==> config.mk <==
export PLATFORM = sky130hd
export DESIGN_NAME = wb_arbiter
export DESIGN_NICKNAME = d
export VERILOG_FILES = /design/src/rtl/wb_arbiter.sv
export SDC_FILE = /design/constraint.sdc
export NUM_CORES = 1
export LEC_CHECK = 0
export CAP_MARGIN = 20
export CORE_ASPECT_RATIO = 2
export CORE_MARGIN = 5
export CORE_UTILIZATION = 50
export CTS_CLUSTER_SIZE = 28
export DETAILED_ROUTE_END_ITERATION = 10
export PLACE_DENSITY_LB_ADDON = 0.15
export REMOVE_ABC_BUFFERS = 1
export SLEW_MARGIN = 10
export SYNTH_ARGS = -nofsm -noshare
export SYNTH_HDL_FRONTEND = slang
export SYNTH_SLANG_ARGS = --single-unit
==> constraint.sdc <==
create_clock -name clk -period 8.15 [get_ports clk]
set_input_delay 1.2225 -clock clk [delete_from_list [all_inputs] [get_ports clk]]
set_output_delay 1.2225 -clock clk [all_outputs]
set_load 0.01 [all_outputs]
clock_map.png
Drawn at 1.5 px/µm.
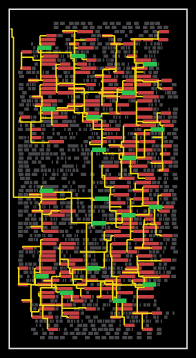
[yellow] clock wires | length: 2590 µm
[green] cells driving clock nets | count: 19
[red] flip-flops | count: 215
routed clock nets: 20
clock group power: 0.961 mW
clock share of power: 0.271
Setup Skew: 0.0133 ns
Worst-Skew Late Latency: 0.50 ns

final_congestion.png
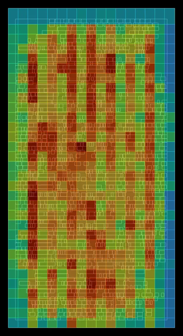
WL/cell: 23.1 µm
Most Crowded Layer GR: met2

zoom.png
Region (78, 46) to (98, 66) µm. Cells in grey, sequential cells in the stronger grey; small squares are vias.
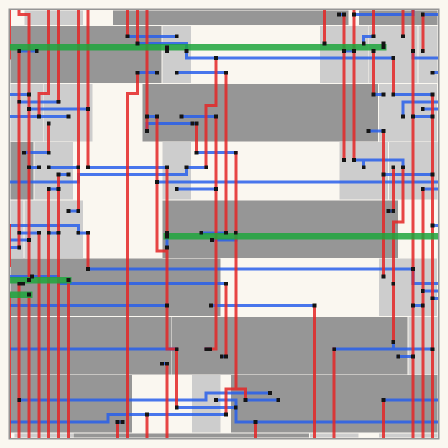
[green] met3
[blue] met1
[red] met2
sequential cells in the window: 8
cells with their middle in the window: 22
most frequent: edfxtp_1 (7), nor2b_1 (4), a211oi_1 (3)

metal_stack.png
Drawn at 2 px/µm.
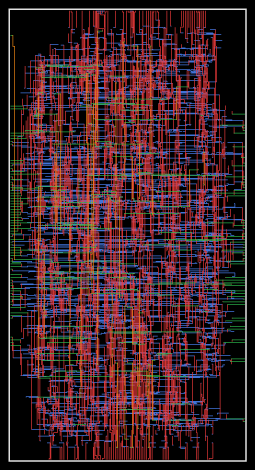
[orange] met4 | wire length: 1870 µm
[red] met2 | wire length: 18700 µm
[blue] met1 | wire length: 13600 µm
[green] met3 | wire length: 2320 µm
via count: 9867
Overall Global Routing Usage: 0.264

met4.png
Drawn at 2 px/µm. Cells faint in the background.
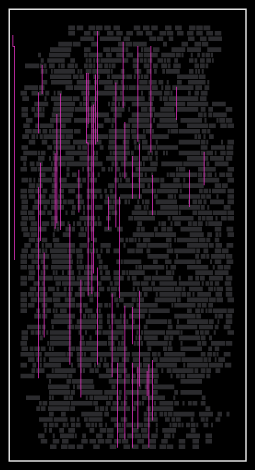
nets with wire on the layer: 34
longest straight run: 107 µm
final wirelength: 36.4 mm

==> flow_summary_export.csv <==
group,metric,value,unit
drt,drc,0,
die,rows,78,
synth,synthArstFlopShare,0,
drt,viasPerCell,6.26,
run_status,status,"completed",
drt,drt_iter0_drc,714,
setup_path,crit_buf_inv,3,
final_timing,setup_viol,0,
clock_network,cts_tree,"yes",
drt,ant_nets,0,
setup_path,worstSetupPathDepth,5,
global_route,grt_start_max_net_pins,66,
final_timing,fin_crit_sh,0.509,
clock_network,cts_setup_buffers,0,
global_route,antenna_found_initial,1,
die,fp_util,0.509,
die,io_pins,221,
synth,ys_types,63,
setup_path,r2r_slack,4.80,ns
layout,logic_area,5360,µm²
clock_network,cts_root_buffer,"clkbuf_16",
clock_network,postCtsHoldBufs,0,
setup_path,crit_chain,"buf_4 > buf_4 > o211ai_1 > nor3_2 > buf_4",
drt,drtPass1Iterations,5,
job,maxCapViolations,0,
clock_network,clock_path_buffers,3,
power_and_ir_drop,power_density,246,nW/µm²
clock_network,ctsResizeCount,0,
synth,synthCells,1120,
setup_path,cp.required,8.26,ns
synth,ys_ff,215,
setup_path,cpPeakStageDelay,0.79,ns
place,portBuffers,220,
die,die_w,118,µm
layout,largest_reg_flops,128,
layout,syn_to_final_growth,24.5,%
clock_network,cts.sinks,215,
layout,regArea,5710,µm²
setup_path,crit_family,"buffers and inverters",
setup_path,crit_arrival,4.26,ns
setup_path,startpoint_type,"input pin",
final_timing,hold_violations,0,
synth,synth_seq_share,0.493,
final_timing,maxSlewViolCount,0,
final_timing,max_freq,241,MHz
global_route,first_global_vias,10100,
-- worst reg2reg max path, cell delays in order, from the launching register on --
cell,delay [ns]
dfxtp_1,0.48
or2_2,0.56
o211ai_1,0.31
nor3_2,0.75
buf_4,0.80
-- logic make-up (layout without fill, tap and decap cells) --
logic type,count (synthesis),in the layout,synth area share
AND-OR/OR-AND,351,351,0.209
flip-flops,215,215,0.493
adder cells (fa/ha/maj),1,1,0.00108
multiplexers,109,109,0.112
buffers and inverters,104,280,0.0458
other,0,1,0
AND/OR/NAND/NOR,336,336,0.136
XOR/XNOR,4,4,0.00303
-- routing by layer --
layer / share of wire / wire (µm)
met1: 0.37 / 13600
met3: 0.064 / 2320
met2: 0.51 / 18700
met5: 0 / 0
met4: 0.051 / 1870
-- synthesized netlist by cell type, types with 9 or more instances --
cell / instances / area share
a211oi_1: 44 / 0.029
a21oi_1: 25 / 0.011
a221oi_1: 10 / 0.0076
a22oi_1: 11 / 0.0071
a31oi_1: 47 / 0.025
and2_1: 9 / 0.0049
buf_2: 25 / 0.011
clkbuf_1: 54 / 0.018
dfxtp_1: 75 / 0.13
edfxtp_1: 140 / 0.36
inv_1: 9 / 0.0029
mux2_2: 36 / 0.035
mux2_4: 12 / 0.016
mux2i_1: 51 / 0.044
nand2_1: 164 / 0.053
nand2b_1: 25 / 0.014
nor2_1: 63 / 0.020
nor2b_1: 36 / 0.019
o2111ai_1: 18 / 0.014
o211ai_1: 34 / 0.022
o21a_1: 30 / 0.019
o21ai_0: 74 / 0.032
o221ai_1: 11 / 0.0083
o22ai_1: 9 / 0.0049
or3_1: 10 / 0.0054
-- final cells by class --
type / count / share of cell area
antenna: 1 / 0.000174
clock inverter: 10 / 0.0107
inverter: 10 / 0.00260
tap: 280 / 0.0243
sequential: 215 / 0.396
timing repair buffer: 237 / 0.160
multi-input combinational: 801 / 0.372
clock buffer: 23 / 0.0340
-- where the power goes --
group | internal (mW) | switching, mW | total (mW)
clock | 0.559 | 0.402 | 0.961
sequential | 1.34 | 0.100 | 1.44
combinational | 0.497 | 0.652 | 1.15
total | 2.39 | 1.15 | 3.55
-- layout by cell type (no fill, tap or decap), types with 10 or more instances in the layout --
master             n
nor2_1            62
nand2_1          164
mux2_4            12
o2111ai_1         18
nor2b_1           36
clkdlybuf4s50_1  216
mux2i_1           51
a21oi_1           25
a31oi_1           47
edfxtp_1         140
o21ai_0           74
a211oi_1          44
dfxtp_1           74
o221ai_1          11
o21a_1            30
nand2b_1          25
a22oi_1           11
o211ai_1          34
mux2_2            36
buf_4             18
clkbuf_16         19
a221oi_1          10
-- metrics by stage --
| stage | cells | hold WS, ns | area [µm²] | setup slack, ns |
|---|---|---|---|---|
| floorplan | 1026 | 0.481 | 11100 | 1.35 |
| global placement | 1542 | 0.488 | 13800 | 3.53 |
| detailed placement | 1542 | 0.487 | 13800 | 3.43 |
| CTS | 1575 | 0.504 | 14400 | 3.96 |
| global route | 1577 | 0.525 | 14400 | 3.75 |
| finish | 1577 | 0.502 | 14400 | 4.00 |
Power figures rest on the tool's default switching activity, not on a simulated workload.
